## config.mk

```make
export PLATFORM = sky130hd
export DESIGN_NAME = stream_demux32
export DESIGN_NICKNAME = d
export VERILOG_FILES = /design/src/rtl/stream_demux32_pkg.sv /design/src/rtl/demux_slot.sv /design/src/rtl/stream_demux32.sv
export SDC_FILE = /design/constraint.sdc
export NUM_CORES = 1
export LEC_CHECK = 0
export ABC_AREA = 1
export CAP_MARGIN = 0
export CORE_ASPECT_RATIO = 1.75
export CORE_MARGIN = 3
export CORE_UTILIZATION = 35
export CTS_CLUSTER_DIAMETER = 80
export DETAILED_ROUTE_END_ITERATION = 16
export HOLD_SLACK_MARGIN = 0.15
export PLACE_DENSITY_LB_ADDON = 0.25
export REMOVE_ABC_BUFFERS = 1
export SLEW_MARGIN = 10
export SYNTH_ARGS = -nofsm -noshare
export SYNTH_HDL_FRONTEND = slang
export SYNTH_SLANG_ARGS = --single-unit
```

## constraint.sdc

```tcl
create_clock -name clk -period 2.85 [get_ports clk]
set_input_delay 0.57 -clock clk [delete_from_list [all_inputs] [get_ports clk]]
set_output_delay 0.57 -clock clk [all_outputs]
set_load 0.005 [all_outputs]
```

## src/rtl/stream_demux32_pkg.sv

```systemverilog
// Shared definitions for the stream_demux32 slice: word width, port-select
// encodings and transfer-counter width.
package stream_demux32_pkg;

    localparam int DATA_W = 32;
    localparam int CNT_W  = 16;

    localparam logic SEL_PORT_A = 1'b0;
    localparam logic SEL_PORT_B = 1'b1;

    localparam logic [CNT_W-1:0] CNT_MAX = '1;

endpackage

```

## src/rtl/demux_slot.sv

```systemverilog
// Small per-port FIFO: push/full on the write side, valid/ready/data on the
// read side. The head word is always driven from storage, never from push_data.
module demux_slot
    import stream_demux32_pkg::*;
#(
    parameter int DEPTH_LOG2 = 1
) (
    input  logic              clk,
    input  logic              rst_n,
    input  logic              push,
    input  logic [DATA_W-1:0] push_data,
    output logic              full,
    output logic              valid,
    output logic [DATA_W-1:0] data,
    input  logic              ready
);

    localparam int DEPTH = 1 << DEPTH_LOG2;
    localparam int OCC_W = DEPTH_LOG2 + 1;

    logic [DATA_W-1:0]     mem [DEPTH];
    logic [DEPTH_LOG2-1:0] wr_ptr;
    logic [DEPTH_LOG2-1:0] rd_ptr;
    logic [OCC_W-1:0]      count;
    logic                  do_push;
    logic                  do_pop;

    assign full    = (count == OCC_W'(DEPTH));
    assign valid   = (count != '0);
    assign data    = mem[rd_ptr];

    // A full slot refuses a push even if it also pops this cycle.
    assign do_push = push && !full;
    assign do_pop  = valid && ready;

    always_ff @(posedge clk or negedge rst_n) begin
        if (!rst_n) begin
            // NOTE: storage is reset so the head word reads as zero out of reset.
            for (int i = 0; i < DEPTH; i++) begin
                mem[i] <= '0;
            end
            wr_ptr <= '0;
            rd_ptr <= '0;
            count  <= '0;
        end else begin
            if (do_push) begin
                mem[wr_ptr] <= push_data;
                wr_ptr      <= wr_ptr + DEPTH_LOG2'(1);
            end
            if (do_pop) begin
                rd_ptr <= rd_ptr + DEPTH_LOG2'(1);
            end
            case ({do_push, do_pop})
                2'b10:   count <= count + OCC_W'(1);
                2'b01:   count <= count - OCC_W'(1);
                default: count <= count;
            endcase
        end
    end

endmodule

```

## src/rtl/stream_demux32.sv

```systemverilog
// Registered 1-to-2 stream demultiplexer with a small buffer per output.
// Define STREAM_DEMUX32_CNT_EN to add saturating per-port transfer counters.
module stream_demux32
    import stream_demux32_pkg::*;
#(
    parameter int DEPTH_LOG2 = 1
) (
    input  logic              clk,
    input  logic              rst_n,
    input  logic [DATA_W-1:0] in_data,
    input  logic              in_sel,
    input  logic              in_valid,
    output logic              in_ready,
    output logic [DATA_W-1:0] a_data,
    output logic              a_valid,
    input  logic              a_ready,
    output logic [DATA_W-1:0] b_data,
    output logic              b_valid,
    input  logic              b_ready
`ifdef STREAM_DEMUX32_CNT_EN
    ,
    output logic [CNT_W-1:0]  a_count,
    output logic [CNT_W-1:0]  b_count
`endif
);

    logic a_full;
    logic b_full;
    logic a_push;
    logic b_push;

    // Readiness depends only on the addressed slot's fill state, never on consumer ready.
    assign in_ready = (in_sel == SEL_PORT_B) ? !b_full : !a_full;
    assign a_push   = in_valid && in_ready && (in_sel == SEL_PORT_A);
    assign b_push   = in_valid && in_ready && (in_sel == SEL_PORT_B);

    demux_slot #(.DEPTH_LOG2(DEPTH_LOG2)) u_slot_a (
        .clk       (clk),
        .rst_n     (rst_n),
        .push      (a_push),
        .push_data (in_data),
        .full      (a_full),
        .valid     (a_valid),
        .data      (a_data),
        .ready     (a_ready)
    );

    demux_slot #(.DEPTH_LOG2(DEPTH_LOG2)) u_slot_b (
        .clk       (clk),
        .rst_n     (rst_n),
        .push      (b_push),
        .push_data (in_data),
        .full      (b_full),
        .valid     (b_valid),
        .data      (b_data),
        .ready     (b_ready)
    );

`ifdef STREAM_DEMUX32_CNT_EN
    always_ff @(posedge clk or negedge rst_n) begin
        if (!rst_n) begin
            a_count <= '0;
            b_count <= '0;
        end else begin
            // NOTE: non-blocking updates keep every register sampling pre-edge values.
            if (a_valid && a_ready && (a_count != CNT_MAX)) begin
                a_count <= a_count + CNT_W'(1);
            end
            if (b_valid && b_ready && (b_count != CNT_MAX)) begin
                b_count <= b_count + CNT_W'(1);
            end
        end
    end
`endif

endmodule

```

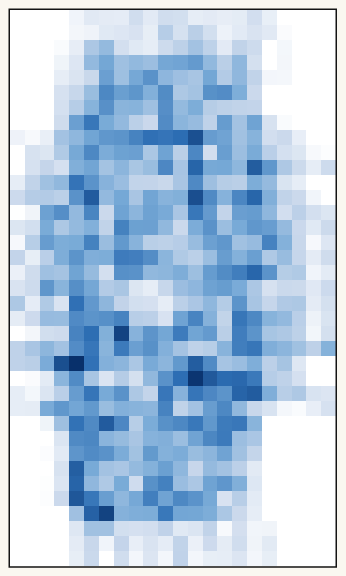
(signal metal coverage by tile)
Scale: 3 px per um. 22 x 37 tiles, from white (low) to dark blue (high), scaled to the fullest tile. Values are wire area over tile area, all layers added.
mean over tiles = 0.16
nearly empty tiles = 19%
emptiest ninth of the die = south-east
fullest tile = 0.50
densest ninth of the die = centre
tiles over half the peak = 24%

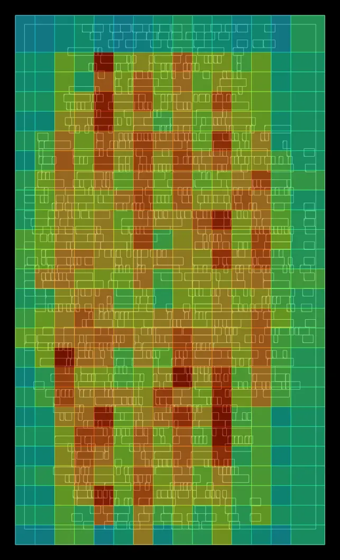
(routing congestion)
busiest layer in global routing: met2
per-cell routed wire length: 17.59 um

==> results.ini <==
[cells_and_area]
seq_area_um2=3405
num_antenna_cells=1
final-comb-area_um2=2694
drive_gt1_frac=0.06216
final_cells=1152
sh_seq_area=0.4113
nFillCells=1830
clk_share=0.07044
final_cell_mix=464 x nand2_1, 135 x dfrtp_1, 132 x nand4_1
fin_util=0.4585
reg_top3=u_slot_a.mem (64), u_slot_b.mem (64)
comb_share=0.3254
buffers=126
flop-count=136
nNonClkInverters=15
design_area_um2=8278
num-multi-input-gates=609
final_common_cell=nand2_1
buf_share=0.1504

[global_route]
gr-usage-met2=0.3639
grt_max_degree=129
antenna_found_initial=1
grtUsageMet3=0.03453
grt_pass1_vias=6005
grt_use_met1=0.2583
grt_remaining_overflow=0
grt_pass1_wl_mm=32.44

[drt]
antenna_left=0
topRoutingLayerUsed=met4
wl_met1_mm=8.276
drt-pass1-iter-count=5
wl_met2_mm=10.73
drt-vias-per-instance=5.188
wl_met3_um=866
vias=5977
first_iter_violations=493
wl_mm=20.27
drc_errors=0

[min_path]
hp-class=flip-flop to flip-flop
min_from=u_slot_b.mem[41]
holdPathEnd=u_slot_b.mem[41]
whs_path_depth=2

[floorplan]
rows=65
dieHeight_um=185.4
tap-cell-count=234
dieWidth_um=108.5
fp_util=0.3565
dieArea_um2=20120
coreArea_um2=18050
pin_count=105

[logic_synthesis]
mux_share=0
yosys_cells=829
synth-adder-area-share=0.003888
syn_area_um2=6436
yosys.area_share.xor_xnor=0.008165
yosys-stat-area_um2=6436
edf_count=0
topCombFamilyByArea=simple AND/OR/NAND/NOR gates
synth_flop_count=136
yosysTopAreaCellShare=0.5288
largest_area_cell=dfrtp_1
synth.area.top_cells=dfrtp_1 53%, nand2_1 27%, nand4_1 13%, clkbuf_1 2.5%, buf_2 1.0%
post_synth_num_cell_types=16
synth_seq_share=0.5288
yosys.area_share.aoi=0.001555
yosysMostFrequentCell=nand2_1
synthFlopType=dfrtp_1
synthTopCellsByCount=464 x nand2_1, 136 x dfrtp_1, 132 x nand4_1
async_reset_ff_frac=1.000
syn_inst=829
syn_area_per_cell_um2=7.764

[final_timing]
final-setup-viol-count=0
rsz0062_at_grt=false
fmax_mhz=388.6
skew_ps=9.948
finalCritPeriodShare=0.9030
min_period_ps=2574
drv_slew=0
worst_slack_ps=276.5
hold_violations=0
tns_ps=0
relSlewSlack=0.5184
worst_slew_pin_slew_ps=722.4

[flow_run]
max_cap_viol_count=0
warning_count=27

[clock_network]
clock_path_buffers=2
clk_pin_slew_ps=60
cts_hold_buf=1
cts_buffers=17
ctsResizeCount=0
cts_tree=done
cts.sinks=136
h-tree-depth=4

[power]
pg_clk_mw=2.18
netSwitchingFraction=0.3784
fin_total_pwr_mw=9.982
seq_power_mw=3.31
p_int_mw=6.205
p_switching_mw=3.777
power_top_consumer=combinational logic
p_seq_frac=0.332
p_per_area_nw_per_um2=1206
power.share.clock=0.218
pg_comb_mw=4.49
p_comb_frac=0.450

[worst_setup_path]
crit_chain=clkinv_1 > buf_12 > nand2_1 > nand2_1 > clkdlybuf4s50_1
worstPathArrival_ps=2000
required_ps=2280
path_depth=5
r2r-end=u_slot_b.count[1]
reg2regPathDepth=8
critPathLaunch=u_slot_a.rd_ptr
path_buffers=3
worst_setup_path_start_kind=flip-flop
crit_path_end=a_data[14]
reg2reg_from=u_slot_b.count[0]
r2r_slack_ps=1080
crit_top_cell=nand2_1
end_kind=output pin
crit_fanout=27

[place]
pre_cts_slack_ps=283.8
placed_cells=1119
routabilityCongestion=0.7329
portBuffers=104
place_area_um2=7682
hpwlAfterDp_mm=11.66

[status]
outcome=finished clean

